### Met1 routing, run 1

Cells faint in the background.
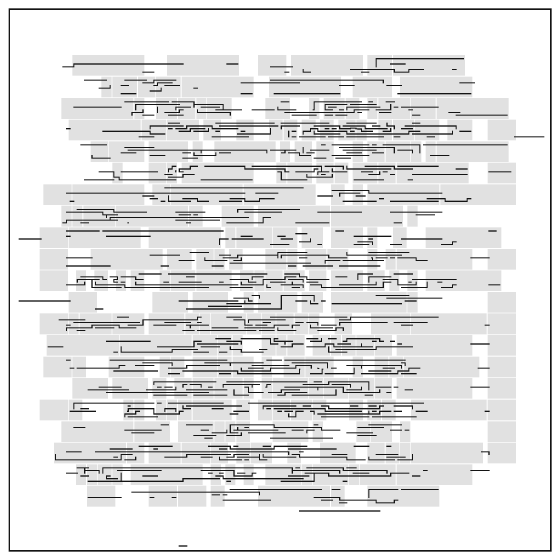
### Cell density map, run 1

Scale bar: 20 µm. The die is cut into 7 by 7 equal tiles; dark blue is low, red is high, 0 to 100% covered.
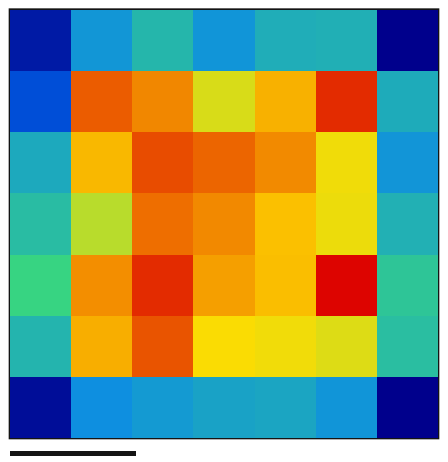
### Drive-strength map, run 1

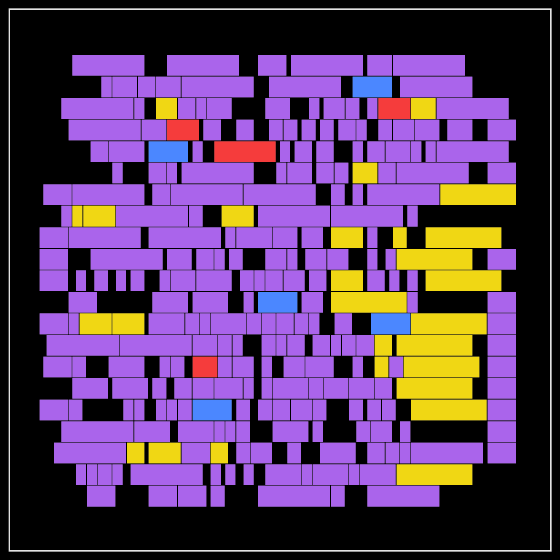
===== config.mk =====
export PLATFORM = sky130hd
export DESIGN_NAME = bcd_seg_scanner
export DESIGN_NICKNAME = d
export VERILOG_FILES = /design/src/rtl/bcd_seg_scanner.sv
export SDC_FILE = /design/constraint.sdc
export NUM_CORES = 1
export LEC_CHECK = 0
export CORE_MARGIN = 3
export CORE_UTILIZATION = 60
export DETAILED_ROUTE_END_ITERATION = 7
export GPL_TIMING_DRIVEN = 0
export PLACE_DENSITY_LB_ADDON = 0.25
export SYNTH_ARGS = -nofsm -noshare
export SYNTH_HDL_FRONTEND = slang
export SYNTH_SLANG_ARGS = --single-unit
export TNS_END_PERCENT = 1

===== constraint.sdc =====
create_clock -name clock -period 2.9 [get_ports clock]
set_clock_uncertainty 0.2 [all_clocks]
set_input_delay 0.29 -clock clock [delete_from_list [all_inputs] [get_ports clock]]
set_output_delay 0.29 -clock clock [all_outputs]
set_load 0.005 [all_outputs]

===== src/rtl/bcd_seg_scanner.sv =====
// Three-digit common-anode seven-segment scanner with a shadowed BCD value.
// Optional leading-zero blanking is enabled by defining BCD_SCAN_LZB_EN.

module bcd_seg_dec (
  input  logic [3:0] nib,
  output logic [6:0] seg,
  output logic       bad
);
  // Active-low, bit order {g,f,e,d,c,b,a}; non-BCD nibbles show a dash.
  always_comb begin
    seg = 7'b0111111;
    case (nib)
      4'd0: seg = 7'b1000000;
      4'd1: seg = 7'b1111001;
      4'd2: seg = 7'b0100100;
      4'd3: seg = 7'b0110000;
      4'd4: seg = 7'b0011001;
      4'd5: seg = 7'b0010010;
      4'd6: seg = 7'b0000010;
      4'd7: seg = 7'b1111000;
      4'd8: seg = 7'b0000000;
      4'd9: seg = 7'b0010000;
      default: seg = 7'b0111111;
    endcase
    bad = (nib > 4'd9);
  end
endmodule

module bcd_seg_scanner #(
  parameter int REFRESH_DIV  = 50000,
  parameter int BLANK_CYCLES = 16
) (
  input  logic        clock,
  input  logic        reset,
  input  logic [11:0] value,
  input  logic        load,
  output logic [6:0]  segments,
  output logic [2:0]  anodes,
  output logic        invalid
);
  localparam int NUM_DIGITS = 3;
  localparam int MAXC = (REFRESH_DIV > BLANK_CYCLES) ? REFRESH_DIV : BLANK_CYCLES;
  localparam int CW   = $clog2(MAXC + 1);
  localparam logic [CW-1:0] REF_TC = CW'(REFRESH_DIV - 1);
  localparam logic [CW-1:0] BLK_TC = CW'(BLANK_CYCLES - 1);

  typedef enum logic {BLANK, SHOW} state_t;

  state_t                         state, state_nxt;
  logic [1:0]                     idx, idx_nxt;
  logic [CW-1:0]                  cnt, cnt_nxt;
  logic [11:0]                    shadow;
  logic [NUM_DIGITS-1:0][6:0]     dec;
  logic [NUM_DIGITS-1:0]          bad;
  logic [2:0]                     an_nxt;
  logic [6:0]                     seg_nxt;

  genvar g;
  generate
    for (g = 0; g < NUM_DIGITS; g++) begin : g_dig
      bcd_seg_dec u_dec (
        .nib (shadow[4*g +: 4]),
        .seg (dec[g]),
        .bad (bad[g])
      );
    end
  endgenerate

  always_ff @(posedge clock or posedge reset) begin
    if (reset) begin
      state <= BLANK;
      idx   <= 2'd2;
      cnt   <= '0;
    end else begin
      state <= state_nxt;
      idx   <= idx_nxt;
      cnt   <= cnt_nxt;
    end
  end

  always_comb begin
    state_nxt = state;
    idx_nxt   = idx;
    cnt_nxt   = cnt + 1'b1;
    an_nxt    = 3'b111;
    seg_nxt   = 7'b1111111;
    case (state)
      BLANK: begin
        if (cnt == BLK_TC) begin
          state_nxt = SHOW;
          idx_nxt   = (idx == 2'd2) ? 2'd0 : idx + 2'd1;
          cnt_nxt   = '0;
        end
      end
      SHOW: begin
        an_nxt  = ~(3'b001 << idx);
        seg_nxt = dec[idx];
`ifdef BCD_SCAN_LZB_EN
        // Only true zeros are suppressed; a dash in a leading slot stays visible.
        if ((idx == 2'd2 && shadow[11:8] == 4'd0) ||
            (idx == 2'd1 && shadow[11:4] == 8'd0)) begin
          an_nxt  = 3'b111;
          seg_nxt = 7'b1111111;
        end
`else
`endif
        if (cnt == REF_TC) begin
          state_nxt = BLANK;
          cnt_nxt   = '0;
        end
      end
      default: begin
        state_nxt = BLANK;
        cnt_nxt   = '0;
      end
    endcase
  end

  // Outputs are decoded from the registered state and shadow, so a Load shows
  // one edge after capture and anodes/segments always switch together.
  always_ff @(posedge clock or posedge reset) begin
    if (reset) begin
      shadow   <= 12'h000;
      anodes   <= 3'b111;
      segments <= 7'b1111111;
      invalid  <= 1'b0;
    end else begin
      if (load) shadow <= value;
      anodes   <= an_nxt;
      segments <= seg_nxt;
      invalid  <= |bad;
    end
  end
endmodule


==> reports/results.txt, run 1 <==
Reg2Reg Depth: 5
Netlist cell types: 42
YS warnings: 0
CTS tree: built
drt drc: 0
Clock Tree Buf Depth: 2
placed cell areas: 2620 µm²
initial antenna violation count: 0
layout cells sized above 1: 0.134
comb_multi_in: 174
Post-synth EDFFs: 0
top routing layer in use: met4
CP startpoint: cnt[0]
internal power: 0.905 mW
fillers: 253
status: finished, final reports clean
Post-synth ARST share: 1.00
FF-to-FF Start: cnt[0]
clk slew on worst S/H paths: 80 ps
Post-Synth Simple-Gate Area: 0.205
area grow syn2layout: 16.5%
Period Utilization, post-route: 0.672
P_seq: 0.653 mW
worst-path maximum fanout: 4
DRT iter0 DRCs: 189
Clock Power Share: 0.299
Tap Count: 46
FP Util: 0.659
Power Density: 457 nW/µm²
Syn Nets: 269
slowest library cell on the worst path: dfrtp_1
GR Util met3: 0.0591
FF-to-FF End: idx[0]
reg2reg setup slack: 950 ps
Seq area share: 0.394
Nets: 300
final setup TNS: 0 ps
max-cap viol count: 0
Clk Latency, worst-skew pair: 300 ps
most instantiated logic cell after routing: dfrtp_1
setup ws final: 951 ps
total core area: 3520 µm²
number of CTS-inserted buffers: 5
switching part of the total: 0.268
placed cell count: 306
clkbuf count: 6
Worst-Margin Slew: 805 ps
Avg WL per Cell: 14.4 µm
logic area: 1180 µm²
Yosys top cell area share: 0.334
Crit. End Element: register
Seq share, synth: 0.459
Critical Setup Path Class: reg2reg
Resized Gates After CTS: 0
Flops: 42
first-pass GRT wire length: 7820 µm
Die Size: 4650 µm²
antenna diode count: 0
combinational power share: 0.172
Final Critical Period: 1950 ps
Post-Syn Instances: 236
met2 Usage GRT: 0.327
hold_buf cts: 0
RSZ-0062 raised after global routing: no
top post-synthesis cells by count: dfrtp_1, nand2_1, o21ai_0
worst-path cell chain: ha_1 > and3_2 > nand3_1 > nor2_1 > mux2_2
Sw Pwr: 0.331 mW
Metal-1 WL: 2150 µm
Adder Share, Synth: 0.0970
Worst Path Buf+Inv: 0
yosys xor share: 0.0491
family with the most delay on the worst path: simple AND/OR/NAND/NOR gates
inverters: 12
max-slew violation count: 0
clock network power: 0.370 mW
CP arrival: 1940 ps
Top non-seq family: simple AND/OR/NAND/NOR gates
Storage cell area: 1060 µm²
logic share of the area: 0.436
tool warnings: 40
leakage power: 1.18 nW
Top Layout Cells: dfrtp_1, clkdlybuf4s50_1, nand2_1
Back to the opening pictures, 'Met1 routing':
longest straight run	24.4 µm
nets with wire on the layer	256
M1 GR Usage: 0.328
DR vias: 1823
routed wire length: 4510 µm

Back to the opening pictures, 'Cell density map':
fullest tile	100%
tiles over 75% full	37%
densest ninth of the die	center

Back to the opening pictures, 'Drive-strength map':
color	size	cells	share
red	_3 and _4 cells	4	1.5%
yellow	_2 cells	27	10%
purple	_0 and _1 cells	232	87%
blue	_6 and larger	5	1.9%

==> run 1 -> run 2 <==
--- a/config.mk
+++ b/config.mk
@@ -6,7 +6,7 @@
 export NUM_CORES = 1
 export LEC_CHECK = 0
 export CORE_MARGIN = 3
-export CORE_UTILIZATION = 60
+export CORE_UTILIZATION = 50
 export DETAILED_ROUTE_END_ITERATION = 7
 export GPL_TIMING_DRIVEN = 0
 export PLACE_DENSITY_LB_ADDON = 0.25
==> constraint.sdc (replaced) <==
create_clock -name clock -period 1.75 [get_ports clock]
set_clock_uncertainty 0.2 [all_clocks]
set_input_delay 0.175 -clock clock [delete_from_list [all_inputs] [get_ports clock]]
set_output_delay 0.175 -clock clock [all_outputs]
set_load 0.005 [all_outputs]
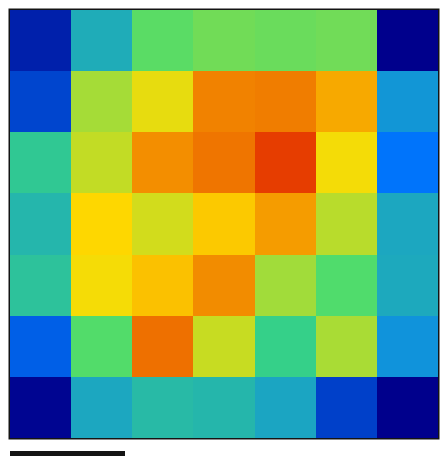
*Cell density map, run 2*
Scale bar: 20 µm. The die is cut into 7 by 7 equal tiles; dark blue is low, red is high, 0 to 100% covered.
tiles over 75% full	25%
emptiest ninth of the die	south-east
fullest tile	93%
mean over tiles	53%
densest ninth of the die	center
FP Util: 0.526
Final Util: 0.674

==> run 2 against run 1 <==
Against the previous run: critical path depth unchanged; first-iteration DRC count shrank 6.3%; maximum frequency up 12%; utilization shrank 9.4 points; register-to-register slack got worse by 940 ps; design area up 10%; synthesized area unchanged; worst hold slack lost 110 ps; via count rose by 2.4%; cell count increased by 7.6%; die area increased by 18%; combinational power up 77%; critical path type unchanged; critical endpoint is now cnt[15]; highest routed layer unchanged.
==> reports/results.txt, run 2 <==
slowest library cell on the worst path: dfrtp_2 (was dfrtp_1)
Netlist cell types: 42 (unchanged)
Post-synth EDFFs: 0 (unchanged)
Sw Pwr: 0.538 mW (was 0.331 mW)
Crit. End Element: register (unchanged)
inverters: 12 (unchanged)
max-cap viol count: 0 (unchanged)
family with the most delay on the worst path: simple AND/OR/NAND/NOR gates (unchanged)
hold_buf cts: 0 (unchanged)
routed wire length: 5030 µm (was 4510 µm)
RSZ-0062 raised after global routing: yes (was no)
FF-to-FF End: cnt[15] (was idx[0])
comb_multi_in: 175 (was 174)
Post-Synth Simple-Gate Area: 0.205 (unchanged)
Top Layout Cells: clkdlybuf4s50_1, dfrtp_1, nand2_1 (was dfrtp_1, clkdlybuf4s50_1, nand2_1)
Metal-1 WL: 2440 µm (was 2150 µm)
Worst Path Buf+Inv: 1 (was 0)
clk slew on worst S/H paths: 80 ps (about the same)
reg2reg setup slack: 8 ps (was 950 ps)
max-slew violation count: 0 (unchanged)
Tap Count: 52 (was 46)
Seq area share: 0.361 (was 0.394)
Die Size: 5500 µm² (was 4650 µm²)
placed cell count: 312 (was 306)
DRT iter0 DRCs: 177 (was 189)
setup ws final: 8.36 ps (was 951 ps)
Resized Gates After CTS: 8 (was 0)
YS warnings: 0 (unchanged)
initial antenna violation count: 0 (unchanged)
layout cells sized above 1: 0.266 (was 0.134)
status: finished, final reports clean (unchanged)
Storage cell area: 1070 µm² (was 1060 µm²)
total core area: 4410 µm² (was 3520 µm²)
Syn Nets: 269 (unchanged)
Final Critical Period: 1740 ps (was 1950 ps)
top routing layer in use: met4 (unchanged)
worst-path cell chain: nor4_2 > nand3_1 > buf_4 > a21oi_4 > nor2_1 (was ha_1 > and3_2 > nand3_1 > nor2_1 > mux2_2)
CP arrival: 1710 ps (was 1940 ps)
logic share of the area: 0.429 (was 0.436)
Post-Syn Instances: 236 (unchanged)
worst-path maximum fanout: 5 (was 4)
most instantiated logic cell after routing: clkdlybuf4s50_1 (was dfrtp_1)
Critical Setup Path Class: reg2reg (unchanged)
combinational power share: 0.173 (was 0.172)
first-pass GRT wire length: 7630 µm (was 7820 µm)
Power Density: 736 nW/µm² (was 457 nW/µm²)
Post-synth ARST share: 1.00 (unchanged)
GR Util met3: 0.0297 (was 0.0591)
CP startpoint: cnt[9] (was cnt[0])
Period Utilization, post-route: 0.995 (was 0.672)
clkbuf count: 5 (was 6)
Flops: 42 (unchanged)
P_seq: 1.08 mW (was 0.653 mW)
final setup TNS: 0 ps (unchanged)
met2 Usage GRT: 0.257 (was 0.327)
Reg2Reg Depth: 5 (unchanged)
yosys xor share: 0.0491 (unchanged)
Worst-Margin Slew: 827 ps (was 805 ps)
Seq share, synth: 0.459 (unchanged)
logic area: 1280 µm² (was 1180 µm²)
Top non-seq family: simple AND/OR/NAND/NOR gates (unchanged)
Clock Power Share: 0.334 (was 0.299)
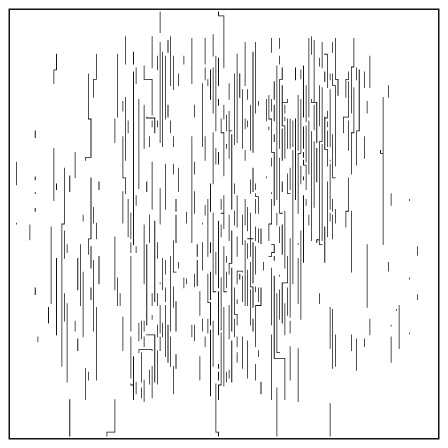
*Metal 2, run 2*
main direction	vertical
nets with wire on the layer	250
share of all routed wire	45%
wire length on this layer	2260 µm
longest straight run	29.9 µm

Power figures rest on the tool's default switching activity, not on a simulated workload.
